===== src/rtl/friscv_icache_pkg.sv =====
// Shared types and constants for the FRISCV instruction cache line filler.
// Holds the filler FSM encoding, AXI4 burst/response codes and geometry helpers.
package friscv_icache_pkg;

   typedef enum logic [1:0] {
      ST_IDLE  = 2'd0,
      ST_REQ   = 2'd1,
      ST_FILL  = 2'd2,
      ST_WRITE = 2'd3
   } state_t;

   localparam logic [1:0] AXI_BURST_INCR = 2'b01;
   localparam logic [1:0] AXI_RESP_OKAY  = 2'b00;

   // Number of XLEN-wide beats needed to fill one cache line.
   function automatic int nb_beats(input int line_w, input int xlen);
      return line_w / xlen;
   endfunction

   // Number of byte-offset address bits inside one cache line.
   function automatic int offset_w(input int line_w);
      return $clog2(line_w / 8);
   endfunction

   function automatic int axi_size(input int xlen);
      return $clog2(xlen / 8);
   endfunction

endpackage


===== src/rtl/friscv_icache_filler.sv =====
// Instruction cache line filler: turns a miss into one AXI4 INCR read burst,
// assembles the beats into a line and writes it to the cache storage.
module friscv_icache_filler
   import friscv_icache_pkg::*;
#(
   parameter int XLEN         = 32,
   parameter int ADDR_W       = 32,
   parameter int CACHE_LINE_W = 128,
   parameter int AXI_ID_W     = 8,
   parameter logic [AXI_ID_W-1:0] AXI_ID = 'h10
) (
   input  logic                    aclk,
   input  logic                    arst,
   input  logic                    srst,
   input  logic                    flush,
   input  logic                    miss_valid,
   output logic                    miss_ready,
   input  logic [ADDR_W-1:0]       miss_addr,
   output logic                    arvalid,
   input  logic                    arready,
   output logic [ADDR_W-1:0]       araddr,
   output logic [7:0]              arlen,
   output logic [2:0]              arsize,
   output logic [1:0]              arburst,
   output logic [AXI_ID_W-1:0]     arid,
   input  logic                    rvalid,
   output logic                    rready,
   input  logic [XLEN-1:0]         rdata,
   input  logic [1:0]              rresp,
   input  logic                    rlast,
   input  logic [AXI_ID_W-1:0]     rid,
   output logic                    cache_wen,
   output logic [ADDR_W-1:0]       cache_waddr,
   output logic [CACHE_LINE_W-1:0] cache_wdata,
   output logic                    fill_done,
   output logic                    fill_err
);

   localparam int NB_BEATS = nb_beats(CACHE_LINE_W, XLEN);
   localparam int OFFSET_W = offset_w(CACHE_LINE_W);
   localparam int CNT_W    = $clog2(NB_BEATS) + 1;
   localparam logic [ADDR_W-1:0] LINE_MASK = ~ADDR_W'((1 << OFFSET_W) - 1);

   state_t                  r_state;
   logic [ADDR_W-1:0]       r_addr;
   logic [CACHE_LINE_W-1:0] r_line;
   logic [CNT_W-1:0]        r_cnt;
   logic                    r_err;
   logic                    r_flush;

   logic w_last_beat;
   logic w_beat_err;

   assign w_last_beat = (r_cnt == CNT_W'(NB_BEATS - 1));
   // A beat is faulty on a bad response, a foreign ID, or rlast out of place.
   assign w_beat_err  = (rresp != AXI_RESP_OKAY) || (rid != AXI_ID) || (rlast != w_last_beat);

   // NOTE: the line register is reset too, because cache_wdata must read zero after reset.
   always_ff @(posedge aclk or posedge arst) begin
      if (arst) begin
         r_state <= ST_IDLE;
         r_addr  <= '0;
         r_line  <= '0;
         r_cnt   <= '0;
         r_err   <= 1'b0;
         r_flush <= 1'b0;
      end else if (srst) begin
         r_state <= ST_IDLE;
         r_addr  <= '0;
         r_line  <= '0;
         r_cnt   <= '0;
         r_err   <= 1'b0;
         r_flush <= 1'b0;
      end else begin
         case (r_state)
            ST_IDLE: begin
               if (miss_valid) begin
                  r_state <= ST_REQ;
                  r_addr  <= miss_addr & LINE_MASK;
                  r_cnt   <= '0;
                  r_err   <= 1'b0;
                  r_flush <= 1'b0;
               end
            end
            ST_REQ: begin
               if (flush) r_flush <= 1'b1;
               if (arready) r_state <= ST_FILL;
            end
            ST_FILL: begin
               // A flush only poisons the write; the burst is always drained.
               if (flush) r_flush <= 1'b1;
               if (rvalid) begin
                  for (int b = 0; b < NB_BEATS; b++) begin
                     if (r_cnt == CNT_W'(b)) r_line[b*XLEN +: XLEN] <= rdata;
                  end
                  r_cnt <= r_cnt + CNT_W'(1);
                  if (w_beat_err) r_err <= 1'b1;
                  if (w_last_beat) r_state <= ST_WRITE;
               end
            end
            ST_WRITE: r_state <= ST_IDLE;
            default:  r_state <= ST_IDLE;
         endcase
      end
   end

   assign miss_ready  = (r_state == ST_IDLE);
   assign arvalid     = (r_state == ST_REQ);
   assign araddr      = r_addr;
   assign arlen       = 8'(NB_BEATS - 1);
   assign arsize      = 3'(axi_size(XLEN));
   assign arburst     = AXI_BURST_INCR;
   assign arid        = AXI_ID;
   assign rready      = (r_state == ST_FILL);
   assign fill_done   = (r_state == ST_WRITE);
   assign fill_err    = (r_state == ST_WRITE) && r_err;
   assign cache_wen   = (r_state == ST_WRITE) && !r_err && !r_flush && !flush;
   assign cache_waddr = r_addr;
   assign cache_wdata = r_line;

endmodule


===== config.mk =====
export PLATFORM = sky130hd
export DESIGN_NAME = friscv_icache_filler
export DESIGN_NICKNAME = d
export VERILOG_FILES = /design/src/rtl/friscv_icache_pkg.sv /design/src/rtl/friscv_icache_filler.sv
export SDC_FILE = /design/constraint.sdc
export NUM_CORES = 1
export LEC_CHECK = 0
export ABC_AREA = 1
export CORE_UTILIZATION = 25
export DETAILED_ROUTE_END_ITERATION = 10
export PLACE_DENSITY = 0.57
export SLEW_MARGIN = 20
export SYNTH_ARGS = -nofsm -noshare
export SYNTH_HDL_FRONTEND = slang
export SYNTH_SLANG_ARGS = --single-unit

===== constraint.sdc =====
create_clock -name aclk -period 10.2 [get_ports aclk]
set_input_delay 1.53 -clock aclk [delete_from_list [all_inputs] [get_ports aclk]]
set_output_delay 1.53 -clock aclk [all_outputs]
set_load 0.01 [all_outputs]

==> GITHUB_STEP_SUMMARY <==
### Flow metrics

| Metric | Value |
|---|---|
| Worst Path Buf+Inv | 2 |
| Hold path endpoint | cache_wdata[2] |
| Bufs w/o clock | 272 |
| Worst Hold Class | flop to flop |
| Yosys cell count | 869 |
| Fin cells | 1490 |
| Pwr top | sequential cells |
| Critical path origin | flush |
| Post-synth regs | 163 |
| Port Buffers | 267 |
| CP top delay family | buffers and inverters |
| Placed cell count | 1458 |
| Asr flop ratio synth | 100% |
| Sequential cell area | 4080 um2 |
| Hold Path Depth | 2 |
| Outcome | finished, final reports clean |
| Routed wl met2 | 9520 um |
| Power Density | 173 nW/um2 |
| H-tree levels | 4 |
| Logic area | 2050 um2 |
| DRT iter0 DRCs | 214 |
| Flop share of the area | 38.2% |
| Die width | 174 um |
| Crit. End Element | primary output |
| Critical Path RT | 8670 ps |
| TNS Setup | 0 ps |
| P_leak | 4.73 nW |
| Synth mux share | 0% |
| Via density | 4.03 |
| Initial antenna violation count | 0 |
| Comb power | 0.000442 W |
| Final worst slack | 5950 ps |
| GRT Max-Usage Layer | met2 |
| Share of cells above drive strength 1 | 4.16% |
| Layout area overhead | 44.1% |
| CTS Root Cell | clkbuf_16 |
| Largest net degree at the start of global routing | 89 |
| Number of global-route vias before repair | 6019 |
| Post-synth seq share | 55.1% |
| DRT antenna net count | 0 |
| Post-CTS Hold Buffers | 0 |
| WP data arrival | 2720 ps |
| Area leader, netlist | dfrtp_1 |
| Fraction of area in multi-input gates | 19.2% |
| Synth cell types | 23 |
| Highest routed layer | met4 |
| Worst r2r src | r_state[0] |
| Non-clock inverters | 202 |
| Post-synth EDFFs | 0 |
| P_int | 0.00127 W |
### M2 wires

Scale: 1.5 px per um.
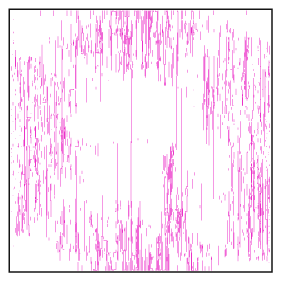
The layer carries 9520 um of wire. The longest straight run is 84.7 um. The wires run mostly vertical.
Total Routed Length: 20800 um
routed vias: 6000
global-route met2 utilization: 23.1%

### The clock network

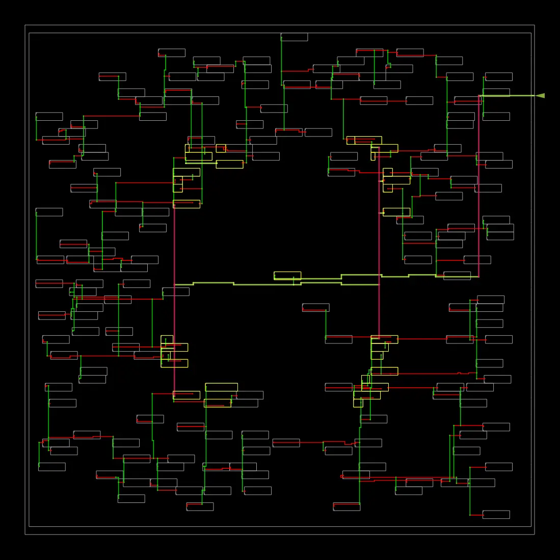
Clock Latency Late Sink: 420 ps
Clk power: 0.000643 W
Flops: 163

### Wiring by layer

Scale: 2 px per um.
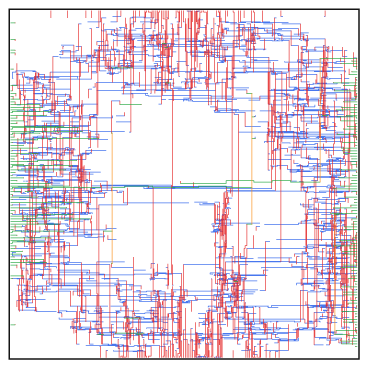
Key: green = met3 [wire length 1540 um]; blue = met1 [wire length 9500 um]; red = met2 [wire length 9520 um]; orange = met4 [wire length 252 um]
gr usage total: 14.2%
DR WL/cell: 14.0 um

Power and IR drop assume default switching activity.
